--- src/rtl/ram_arbiter.sv ---
// ram_arbiter
// Shares the single SRAM port between requester A (ROM-to-RAM loader) and
// requester B (SHA-256 compression core). It also sequences the active-low
// RAM strobes through a fixed IDLE -> SETUP -> STROBE -> HOLD access.
//
// Ports
//   CLK, RST                     clock and synchronous active-high reset
//   A_REQ/A_WE/A_ADDR/A_WDATA    requester A access request (held until A_ACK)
//   A_LOCK                       A keeps tie priority if high during its ACK
//   A_ACK                        one-cycle completion pulse for A
//   B_REQ/B_WE/B_ADDR/B_WDATA    requester B access request (held until B_ACK)
//   B_ACK                        one-cycle completion pulse for B
//   RD_DATA                      registered read data, valid with the ACK
//   RAM_ADDR/RAM_WDATA           RAM address and write data
//   RAM_RDATA                    RAM read data
//   RAM_CE_N/RAM_WE_N/RAM_OE_N   active-low RAM strobes
//   BUSY                         high whenever an access is in flight
module ram_arbiter #(
    parameter int ADDR_W = 15,
    parameter int DATA_W = 32
) (
    input  logic              CLK,
    input  logic              RST,
    input  logic              A_REQ,
    input  logic              A_WE,
    input  logic [ADDR_W-1:0] A_ADDR,
    input  logic [DATA_W-1:0] A_WDATA,
    input  logic              A_LOCK,
    output logic              A_ACK,
    input  logic              B_REQ,
    input  logic              B_WE,
    input  logic [ADDR_W-1:0] B_ADDR,
    input  logic [DATA_W-1:0] B_WDATA,
    output logic              B_ACK,
    output logic [DATA_W-1:0] RD_DATA,
    output logic [ADDR_W-1:0] RAM_ADDR,
    output logic [DATA_W-1:0] RAM_WDATA,
    input  logic [DATA_W-1:0] RAM_RDATA,
    output logic              RAM_CE_N,
    output logic              RAM_WE_N,
    output logic              RAM_OE_N,
    output logic              BUSY
);

    typedef enum logic [1:0] {
        IDLE   = 2'd0,
        SETUP  = 2'd1,
        STROBE = 2'd2,
        HOLD   = 2'd3
    } state_t;

    state_t state;
    state_t state_next;

    // Latched request: RAM_ADDR and RAM_WDATA double as the address and data
    // latches, so only the direction and the granted port need extra flops.
    logic lat_we;
    logic grant_b;

    // Arbitration history: who was served last, and whether A asked to keep
    // priority on its last ACK.
    logic last_b;
    logic lock_a;

    logic              take;
    logic              sel_b;
    logic              req_we;
    logic [ADDR_W-1:0] req_addr;
    logic [DATA_W-1:0] req_wdata;
    logic              nxt_we;
    logic              ce_n_next;
    logic              we_n_next;
    logic              oe_n_next;

    // Next-state and arbitration. All outputs are registered, so the strobe
    // values are computed here for the state being entered.
    always_comb begin
        state_next = state;
        take       = 1'b0;
        sel_b      = grant_b;

        case (state)
            IDLE: begin
                if (A_REQ || B_REQ) begin
                    take = 1'b1;
                    // On a tie A wins if B went last, or if A went last and
                    // held its lock; otherwise B gets its round-robin turn.
                    if (A_REQ && B_REQ) begin
                        sel_b = !last_b && !lock_a;
                    end else begin
                        sel_b = B_REQ;
                    end
                    state_next = SETUP;
                end
            end
            SETUP:   state_next = STROBE;
            STROBE:  state_next = HOLD;
            HOLD:    state_next = IDLE;
            default: state_next = IDLE;
        endcase

        req_we    = sel_b ? B_WE    : A_WE;
        req_addr  = sel_b ? B_ADDR  : A_ADDR;
        req_wdata = sel_b ? B_WDATA : A_WDATA;
        nxt_we    = take ? req_we : lat_we;

        // Output enable opens one cycle early for reads so the RAM output is
        // settled by the time the chip enable closes the STROBE cycle.
        ce_n_next = (state_next != STROBE);
        we_n_next = !((state_next == STROBE) && nxt_we);
        oe_n_next = !(((state_next == SETUP) || (state_next == STROBE)) && !nxt_we);
    end

    // State, latched request, registered outputs and arbitration history.
    always_ff @(posedge CLK) begin
        if (RST) begin
            state     <= IDLE;
            lat_we    <= 1'b0;
            grant_b   <= 1'b0;
            last_b    <= 1'b1;
            lock_a    <= 1'b0;
            RAM_ADDR  <= '0;
            RAM_WDATA <= '0;
            RAM_CE_N  <= 1'b1;
            RAM_WE_N  <= 1'b1;
            RAM_OE_N  <= 1'b1;
            RD_DATA   <= '0;
            A_ACK     <= 1'b0;
            B_ACK     <= 1'b0;
            BUSY      <= 1'b0;
        end else begin
            state <= state_next;
            if (take) begin
                grant_b   <= sel_b;
                lat_we    <= req_we;
                RAM_ADDR  <= req_addr;
                RAM_WDATA <= req_wdata;
            end
            RAM_CE_N <= ce_n_next;
            RAM_WE_N <= we_n_next;
            RAM_OE_N <= oe_n_next;
            BUSY     <= (state_next != IDLE);
            A_ACK    <= (state_next == HOLD) && !grant_b;
            B_ACK    <= (state_next == HOLD) && grant_b;
            // Read data is taken on the edge that closes STROBE.
            if ((state == STROBE) && !lat_we) begin
                RD_DATA <= RAM_RDATA;
            end
            // A_LOCK is sampled during A's ACK cycle.
            if (state == HOLD) begin
                last_b <= grant_b;
                lock_a <= !grant_b && A_LOCK;
            end
        end
    end

endmodule

--- config.mk ---
export PLATFORM = sky130hd
export DESIGN_NAME = ram_arbiter
export DESIGN_NICKNAME = d
export VERILOG_FILES = /design/src/rtl/ram_arbiter.sv
export SDC_FILE = /design/constraint.sdc
export NUM_CORES = 1
export LEC_CHECK = 0
export ABC_AREA = 1
export CAP_MARGIN = 20
export CORE_MARGIN = 2
export CORE_UTILIZATION = 42
export DETAILED_ROUTE_END_ITERATION = 10
export PLACE_DENSITY = 0.86
export SETUP_SLACK_MARGIN = 0.15
export SYNTH_ARGS = -nofsm -noshare
export SYNTH_HDL_FRONTEND = slang
export SYNTH_SLANG_ARGS = --single-unit
--- constraint.sdc ---
create_clock -name CLK -period 2.6 [get_ports CLK]
set_clock_uncertainty 0.05 [all_clocks]
set_input_delay 0.78 -clock CLK [delete_from_list [all_inputs] [get_ports CLK]]
set_output_delay 0.78 -clock CLK [all_outputs]
set_load 0.005 [all_outputs]
**Run 1: ports around the boundary**

Pins as bars across the die edge, other pins in grey.
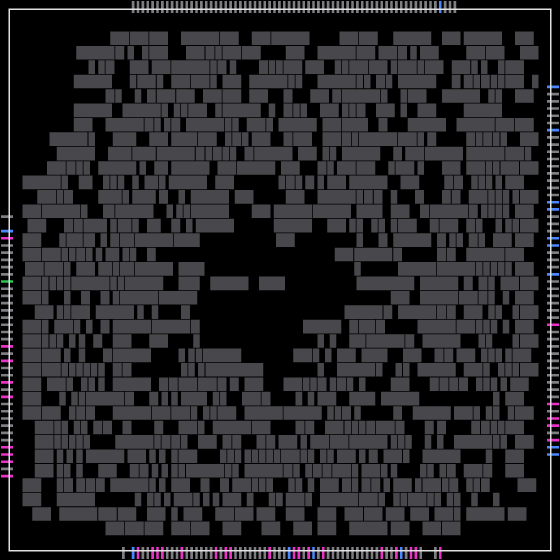
Key: B_WE = green [pins 1, direction input, edge west]; A_ADDR = blue [pins 15, direction input, edge 9 east, 4 south, 1 west, 1 north]; A_WDATA = magenta [pins 32, direction input, edge 18 south, 9 west, 5 east]
All pins by edge: 67 north, 63 south, 52 east, 36 west.
Port Buf Inserts: 217
Die X: 102 um
die height: 102 um

**Run 1: logic cells by family**

Scale bar: 20 um.
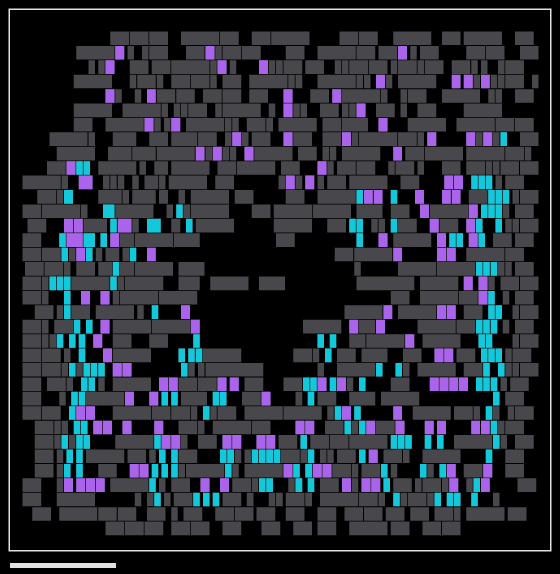
Key: aoi and oai cells = purple [cells 132, where all over the die]; nand cells = cyan [cells 157]

**Run 1: the clock network**

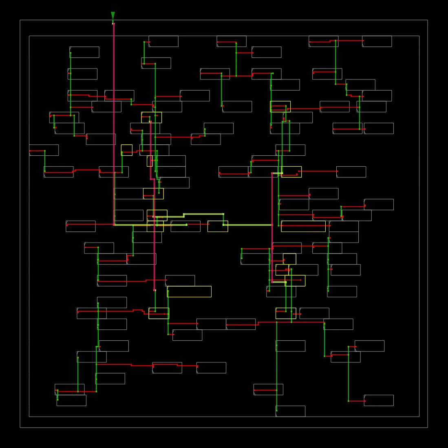
Num CTS Buffers: 9
clk sinks: 91

[run 1: path summary, 6_finish.rpt]
check            from          end  slack, ps
max          state[0]  RD_DATA[13]        500
min           grant_b        A_ACK        390
max reg2reg  state[0]  RD_DATA[13]        500
min reg2reg   grant_b        A_ACK        390
[run 1: cell usage after synthesis]
cell	instances	area, um^2
dfxtp_1	91	1820
nand3_1	1	5.00
a211oi_1	1	7.51
ha_1	6	75.1
inv_1	105	394
buf_2	10	50.1
o21ai_0	79	395
nor2_1	71	267
buf_4	1	7.51
buf_6	4	45.0
o21ai_2	1	8.76
nor3_1	2	10.0
clkbuf_1	20	75.1
inv_2	2	7.51
nand2_2	2	12.5
o211ai_1	1	7.51
nand3b_1	1	7.51
nand2_1	153	574
clkinv_1	1	3.75
a21oi_1	50	250
[run 1: power by group through the flow]
stage               sequential, mW  clock (mW)  combinational [mW]
finish                        2.03        1.08                2.46
global route                  2.08        1.15                2.74
CTS                           2.03        1.10                2.48
detailed placement            2.06           0                2.46
global placement              2.04           0                2.40
floorplan                     2.08           0                1.15
[run 1: through the flow]
step / instances / power, mW / cell area, um^2 / hold slack, ps
floorplan: 602 / 3.23 / 4030 / 348
global placement: 921 / 4.44 / 6280 / 378
detailed placement: 921 / 4.52 / 6280 / 379
CTS: 937 / 5.61 / 6500 / 393
global route: 937 / 5.98 / 6500 / 407
finish: 937 / 5.56 / 6500 / 391
[run 1: layer usage]
metal,vias up,wire (um),GRT usage [%]
met5,-,0,0
met4,0,514,12.1
met3,36,625,3.15
met1,1866,4780,25.0
met2,139,5920,39.1
li1,2224,-,-
[run 1: critical path: stages (launching register included)]
cell	delay, ps
dfxtp_1	390
inv_1	100
ha_1	200
inv_1	70
nor2_1	40
buf_4	220
inv_1	710
nor2_1	110
nor2_1	140
[run 1: registers in the layout, indices dropped and copies added, names as in the netlist]
signal	count
RAM_OE_N	1
lock_a	1
last_b	1
RAM_ADDR	15
RAM_WDATA	32
RAM_WE_N	1
lat_we	1
RD_DATA	32
B_ACK	1
BUSY	1
state	2
grant_b	1
A_ACK	1
RAM_CE_N	1
[run 1: layout make-up]
type | count | area [um^2]
tap | 129 | 161
clock inverter | 6 | 96.3
sequential | 91 | 1820
clock buffer | 10 | 128
inverter | 108 | 405
fill | 777 | 2780
timing repair buffer | 225 | 2270
multi-input combinational | 368 | 1620
[run 1: cells by family (layout without fill, tap and decap cells)]
logic type      after synthesis  after routing  synth area share, %
compound gates              132            132                 16.6
fa+ha+maj                     6              6                 1.87
buf+inv                     143            349                 14.5
flops                        91             91                 45.3
simple gates                230            230                 21.8
[run 1: placed cells by master (no fill, tap or decap)]
cell type        count
a211oi_1             1
a21oi_1             50
buf_12               3
buf_4                5
bufinv_16            2
clkbuf_1             1
clkbuf_8             9
clkdlybuf4s50_1    217
clkinvlp_4           1
dfxtp_1             91
ha_1                 6
inv_1              105
inv_2                3
inv_6                2
inv_8                1
nand2_1            153
nand2_2              2
nand3_1              1
nand3b_1             1
nor2_1              71
nor3_1               2
o211ai_1             1
o21ai_0             79
o21ai_2              1
==> results_dict.tcl, run 1 <==
# yosys + openroad results
set metrics [dict create \
    p_int_mw 3.64 \
    chipArea_um2 10400 \
    hold_depth 1 \
    status "completed" \
    drt_pre_antenna_iters 4 \
    ys_warn_count 0 \
    drc 0 \
    rows 35 \
    cts_setup_buffers 0 \
    ctsHoldBuffers 0 \
    finalHoldViolCount 0 \
    cap_violations 0 \
    postCtsResizedCells 0 \
    yosys_cells 602 \
    gp_congestion 0.805 \
    core_um2 9280 \
    rsz0062_at_grt "false" \
    cp-end-kind "flip-flop" \
    synth_area_um2 4030 \
    antenna_found_initial 0 \
    num_antenna_cells 0 \
    fin_nets 942 \
    avgSynthCellArea_um2 6.69 \
    vias 4265 \
    setup_viol 0 \
    fp_nets 741 \
    synth_cells 602 \
    vdd_drop_max_v 0.000617 \
    yosysChipArea_um2 4030 \
    grt_pass1_wl_mm 18.2 \
    globalRouteOverflowTotal 0 \
]
==> inputs of run 2 (changes only) <==
Settings changed: CORE_UTILIZATION 42 to 35, PLACE_DENSITY 0.86 to 0.76.
Clock period 2.6 ns to 1.8 ns, I/O delays scaled along.
**Run 2: signal wires by layer**

Two of the layers only.
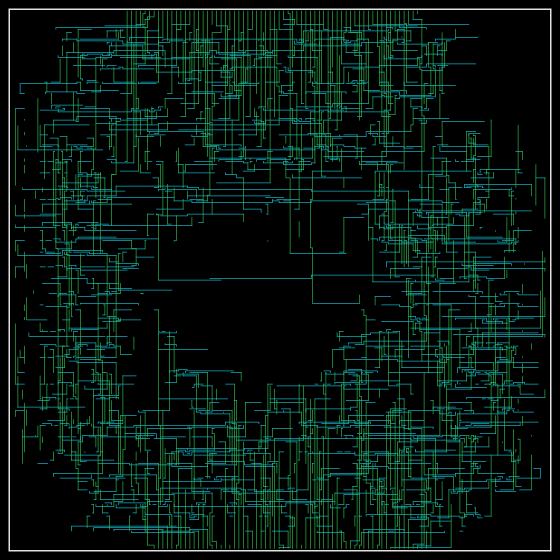
Key: metal 1 = cyan [wire length 5270 um]; metal 2 = green [wire length 5620 um]

**Run 2: ports around the boundary**

Pins as bars across the die edge, other pins in grey.
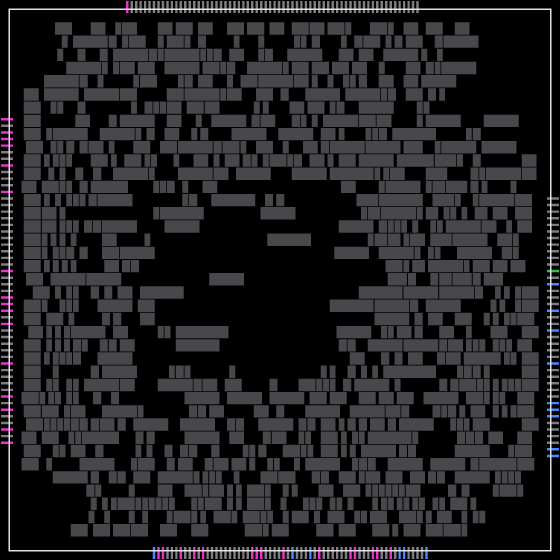
Key: B_WE = green [pins 1, direction input, edge east]; A_ADDR = blue [pins 15, direction input, edge 9 east, 6 south]; A_WDATA = magenta [pins 32, direction input, edge 16 west, 15 south, 1 north]
All pins by edge: 66 north, 62 south, 50 west, 40 east.

==> run 2 against run 1 <==
Power grew 52%. Clock-buffer cell count unchanged. Non-clock buffer count is 9 higher. Sequential share of layout area down 0.68 points. Cell count increased by 2.5%. Utilization is 11 points lower. Synthesized area stayed put. Critical path depth stayed put. Combinational power is 42% higher. Critical endpoint is now RAM_OE_N.
==> results_dict.tcl, run 2 <==
# yosys + openroad results
set metrics [dict create \
    status "completed" \
    yosys_cells 602 \
    drt_pre_antenna_iters 4 \
    fin_nets 951 \
    top_cells_by_area "dfxtp_1 45%, nand2_1 14%, o21ai_0 9.8%" \
    mux_share_pct 0 \
    layout_top_cell "nand2_1" \
    yosysChipArea_um2 4030 \
    numCtsBuffers 9 \
    common_cells "153 x nand2_1, 105 x inv_1, 91 x dfxtp_1" \
    finalHoldViolCount 0 \
    xor_share_pct 0 \
    grt_pass1_wl_mm 19.2 \
    ff_latch_area_um2 1830 \
    design_area_um2 6690 \
    aoi_share_pct 16.6 \
    synth_area_um2 4030 \
    antenna_found_initial 0 \
    yosysMostFrequentCell "nand2_1" \
    crit_chain "inv_1 > ha_4 > o21ai_2 > inv_2 > a211oi_2 > ha_1 > nand2_1 > nand3b_1" \
    vdd_drop_max_v 0.00109 \
    cap_violations 0 \
    vias 4236 \
    final_cell_mix "153 x nand2_1, 130 x clkdlybuf4s50_1, 104 x inv_1" \
    fp_nets 741 \
    ctsHoldBuffers 0 \
    chipArea_um2 12400 \
    cpMaxStageDelayCell "dfxtp_2" \
    globalRouteOverflowTotal 0 \
    ys_warn_count 0 \
    adder_share_pct 1.87 \
    synthArstFlopShare_pct 0 \
    top_area_cell "dfxtp_1" \
    num_antenna_cells 0 \
    top_regs "RAM_WDATA x32, RD_DATA x32, RAM_ADDR x15" \
    cts_sinks 91 \
    core_um2 11300 \
    logic_area_um2 1640 \
    drc 0 \
    portBuffers 217 \
    ys_top_logic_family "simple AND/OR/NAND/NOR gates" \
    rows 39 \
    top_area_share_pct 45.3 \
    avgSynthCellArea_um2 6.69 \
    p_total_mw 8.44 \
]
run 2: cell counts after synthesis:
No cell type changed its count.
run 2: worst paths after layout:
kind,from,end,slack [ps],cells past startpoint
max,state[1],RAM_OE_N,260,8
min,grant_b,A_ACK,370,1
max reg2reg,state[1],RAM_OE_N,260,8
min reg2reg,grant_b,A_ACK,370,1
run 2: cell families (layout without fill, tap and decap cells):
kind of cell / after synthesis / in the layout
flops: 91 / 91
buf+inv: 143 / 358
fa+ha+maj: 6 / 6
compound gates: 132 / 132
simple gates: 230 / 230
run 2: routing by layer:
layer / global-route usage, % / wire length [um] / vias up
met5: 0 / 0 / -
met4: 4.94 / 168 / 0
met3: 4.05 / 704 / 13
met2: 31.4 / 5620 / 133
met1: 24.2 / 5270 / 1851
li1: - / - / 2239
run 2: layout make-up:
| cell class | count | area share (%) |
|---|---|---|
| Clock buffer | 10 | 3.42 |
| Clock inverter | 6 | 1.42 |
| Inverter | 108 | 6.06 |
| Multi-Input combinational cell | 368 | 24.6 |
| Sequential cell | 91 | 27.3 |
| Tap cell | 143 | 2.68 |
| Timing Repair Buffer | 234 | 34.5 |
run 2: critical path, delay by kind of cell (launching register included):
| kind | cells | cell delay [ps] |
|---|---|---|
| adders and majority gates | 2 | 460 |
| DFF | 1 | 350 |
| AOI/OAI and AO/OA | 2 | 310 |
| buffers and inverters | 2 | 170 |
| and+or+nand+nor | 2 | 140 |
run 2: power breakdown:
group          total [mW]  switching, mW  leakage, nW  internal [mW]
Clock                2.03          0.795        0.158           1.24
Combinational        3.50           1.83         2.69           1.67
Sequential           2.91          0.269        0.752           2.65
Total                8.44           2.89         3.60           5.55
run 2: through the flow:
step / instances / utilization [%] / hold slack [ps]
final: 960 / 59.1 / 373
after global routing: 960 / 59.1 / 417
after CTS: 959 / 58.5 / 371
after detailed placement: 942 / 56.5 / 358
after global placement: 942 / 56.5 / 355
after floorplan: 602 / - / 348
run 2: timing repair:
item,CTS,global route
setup buffers,1,0
hold endpoints to repair,0,0
pin swaps,2,1
gates cloned,0,1
setup endpoints to repair,118,50
gates resized,92,14
==> inputs of run 3 (changes only) <==
Settings changed: SLEW_MARGIN set to 20.
**Run 3: logic cells by family**

Scale bar: 20 um.
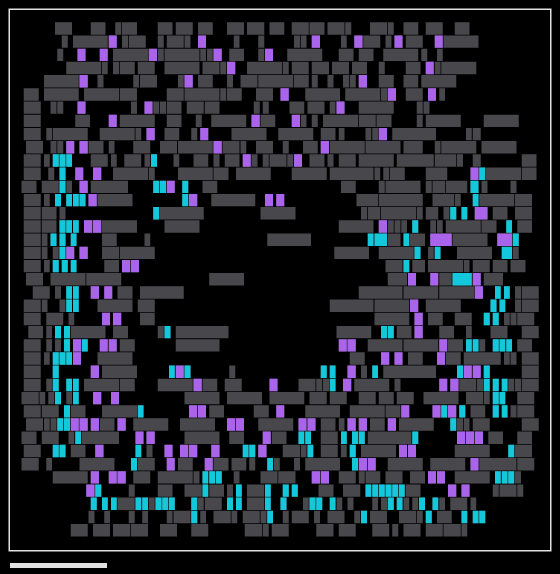
Key: aoi and oai cells = purple [cells 132, where all over the die]; nand cells = cyan [cells 157]
fin cells: 960
Commonest Layout Cell: nand2_1
logic share of the area: 24.6%

==> run 3 against run 2 <==
Clock-buffer cell count stayed put. Sequential power hardly changed. Flip-flop count stayed put. Clock power hardly changed. Power stayed put. Final area stayed put. Synthesized cell count stayed put. Synthesized area stayed put. Critical path depth stayed put. Die size stayed put. Global-route usage stayed put. Utilization stayed put. Largest power group unchanged. Highest routed layer unchanged.
==> results_dict.tcl, run 3 <==
# yosys + openroad results
set metrics [dict create \
    yosysChipArea_um2 4030 \
    rows 39 \
    chipArea_um2 12400 \
    p_seq_share_pct 34.5 \
    top_cells_by_area "dfxtp_1 45%, nand2_1 14%, o21ai_0 9.8%" \
    avgSynthCellArea_um2 6.69 \
    status "completed" \
    ctsHoldBuffers 0 \
    grt_pass1_wl_mm 19.2 \
    numCtsBuffers 9 \
    yosysMostFrequentCell "nand2_1" \
    fin_nets 951 \
    combPwrFrac_pct 41.4 \
    num_antenna_cells 0 \
    drt_pre_antenna_iters 4 \
    ff_latch_area_um2 1830 \
    synth_area_um2 4030 \
    vias 4236 \
    portBuffers 217 \
    logic_area_um2 1640 \
    ys_warn_count 0 \
    switching_power_mw 2.89 \
]
**Run 3: signal wires by layer**

Two of the layers only.
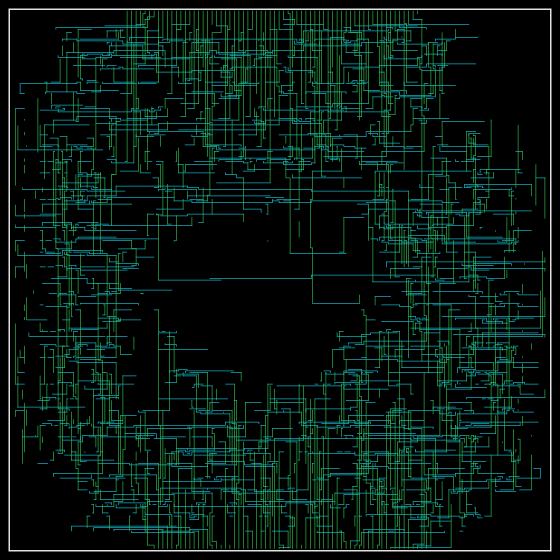
Key: metal 1 = cyan [wire length 5270 um]; metal 2 = green [wire length 5620 um]

-- run 3: cell counts in the layout (fill, tap and decap cells not counted) --
No cell type changed its count.
-- run 3: final cells by class --
| class | instances | share of cell area (%) |
|---|---|---|
| Clock buffer | 10 | 3.42 |
| Clock inverter | 6 | 1.42 |
| Inverter | 108 | 6.06 |
| Multi-Input combinational cell | 368 | 24.6 |
| Sequential cell | 91 | 27.3 |
| Tap cell | 143 | 2.68 |
| Timing Repair Buffer | 234 | 34.5 |
-- run 3: per-stage QoR --
stage	utilization [%]	hold slack (ps)	total power [mW]	area [um^2]	TNS, ps
floorplan	-	348	4.67	4030	0
global placement	56.5	355	6.65	6390	-9060
detailed placement	56.5	358	6.70	6390	-11520
CTS	58.5	371	8.38	6630	0
global route	59.1	417	9.07	6690	0
finish	59.1	373	8.44	6690	0
-- run 3: layer usage --
layer  routed length [um]  GRT usage [%]
met5                    0              0
met4                  168           4.94
met3                  704           4.05
met2                 5620           31.4
met1                 5270           24.2
-- run 3: kinds of logic after synthesis --
group,count (synthesis),synth area share [%]
buffers and inverters,143,14.5
AND-OR/OR-AND,132,16.6
flip-flops,91,45.3
AND/OR/NAND/NOR,230,21.8
adder cells (fa/ha/maj),6,1.87
-- run 3: timing repair --
item,in CTS,in global routing
setup endpoints to repair,118,50
pin swaps,2,1
gates cloned,0,1
gates resized,92,14
buffers inserted,1,0
-- run 3: critical path: stages, from the launching register on --
cell      delay, ps
dfxtp_2         350
inv_1            80
ha_4            180
o21ai_2          90
inv_2            90
a211oi_2        220
ha_1            280
nand2_1          60
nand3b_1         80
-- run 3: worst paths after layout --
kind / startpoint / to / slack, ps / cells past startpoint
setup / recovery: state[1] / RAM_OE_N / 260 / 8
hold / removal: grant_b / A_ACK / 370 / 1
setup reg to reg: state[1] / RAM_OE_N / 260 / 8
hold reg to reg: grant_b / A_ACK / 370 / 1
-- run 3: power groups by stage --
stage / Combinational, mW / Clock, mW / Sequential, mW
after floorplan: 1.67 / 0 / 3.00
after global placement: 3.70 / 0 / 2.95
after detailed placement: 3.75 / 0 / 2.95
after CTS: 3.39 / 2.08 / 2.91
after global routing: 3.92 / 2.15 / 3.00
final: 3.50 / 2.03 / 2.91
No activity file was given, so power comes from the tool's default toggle rates.
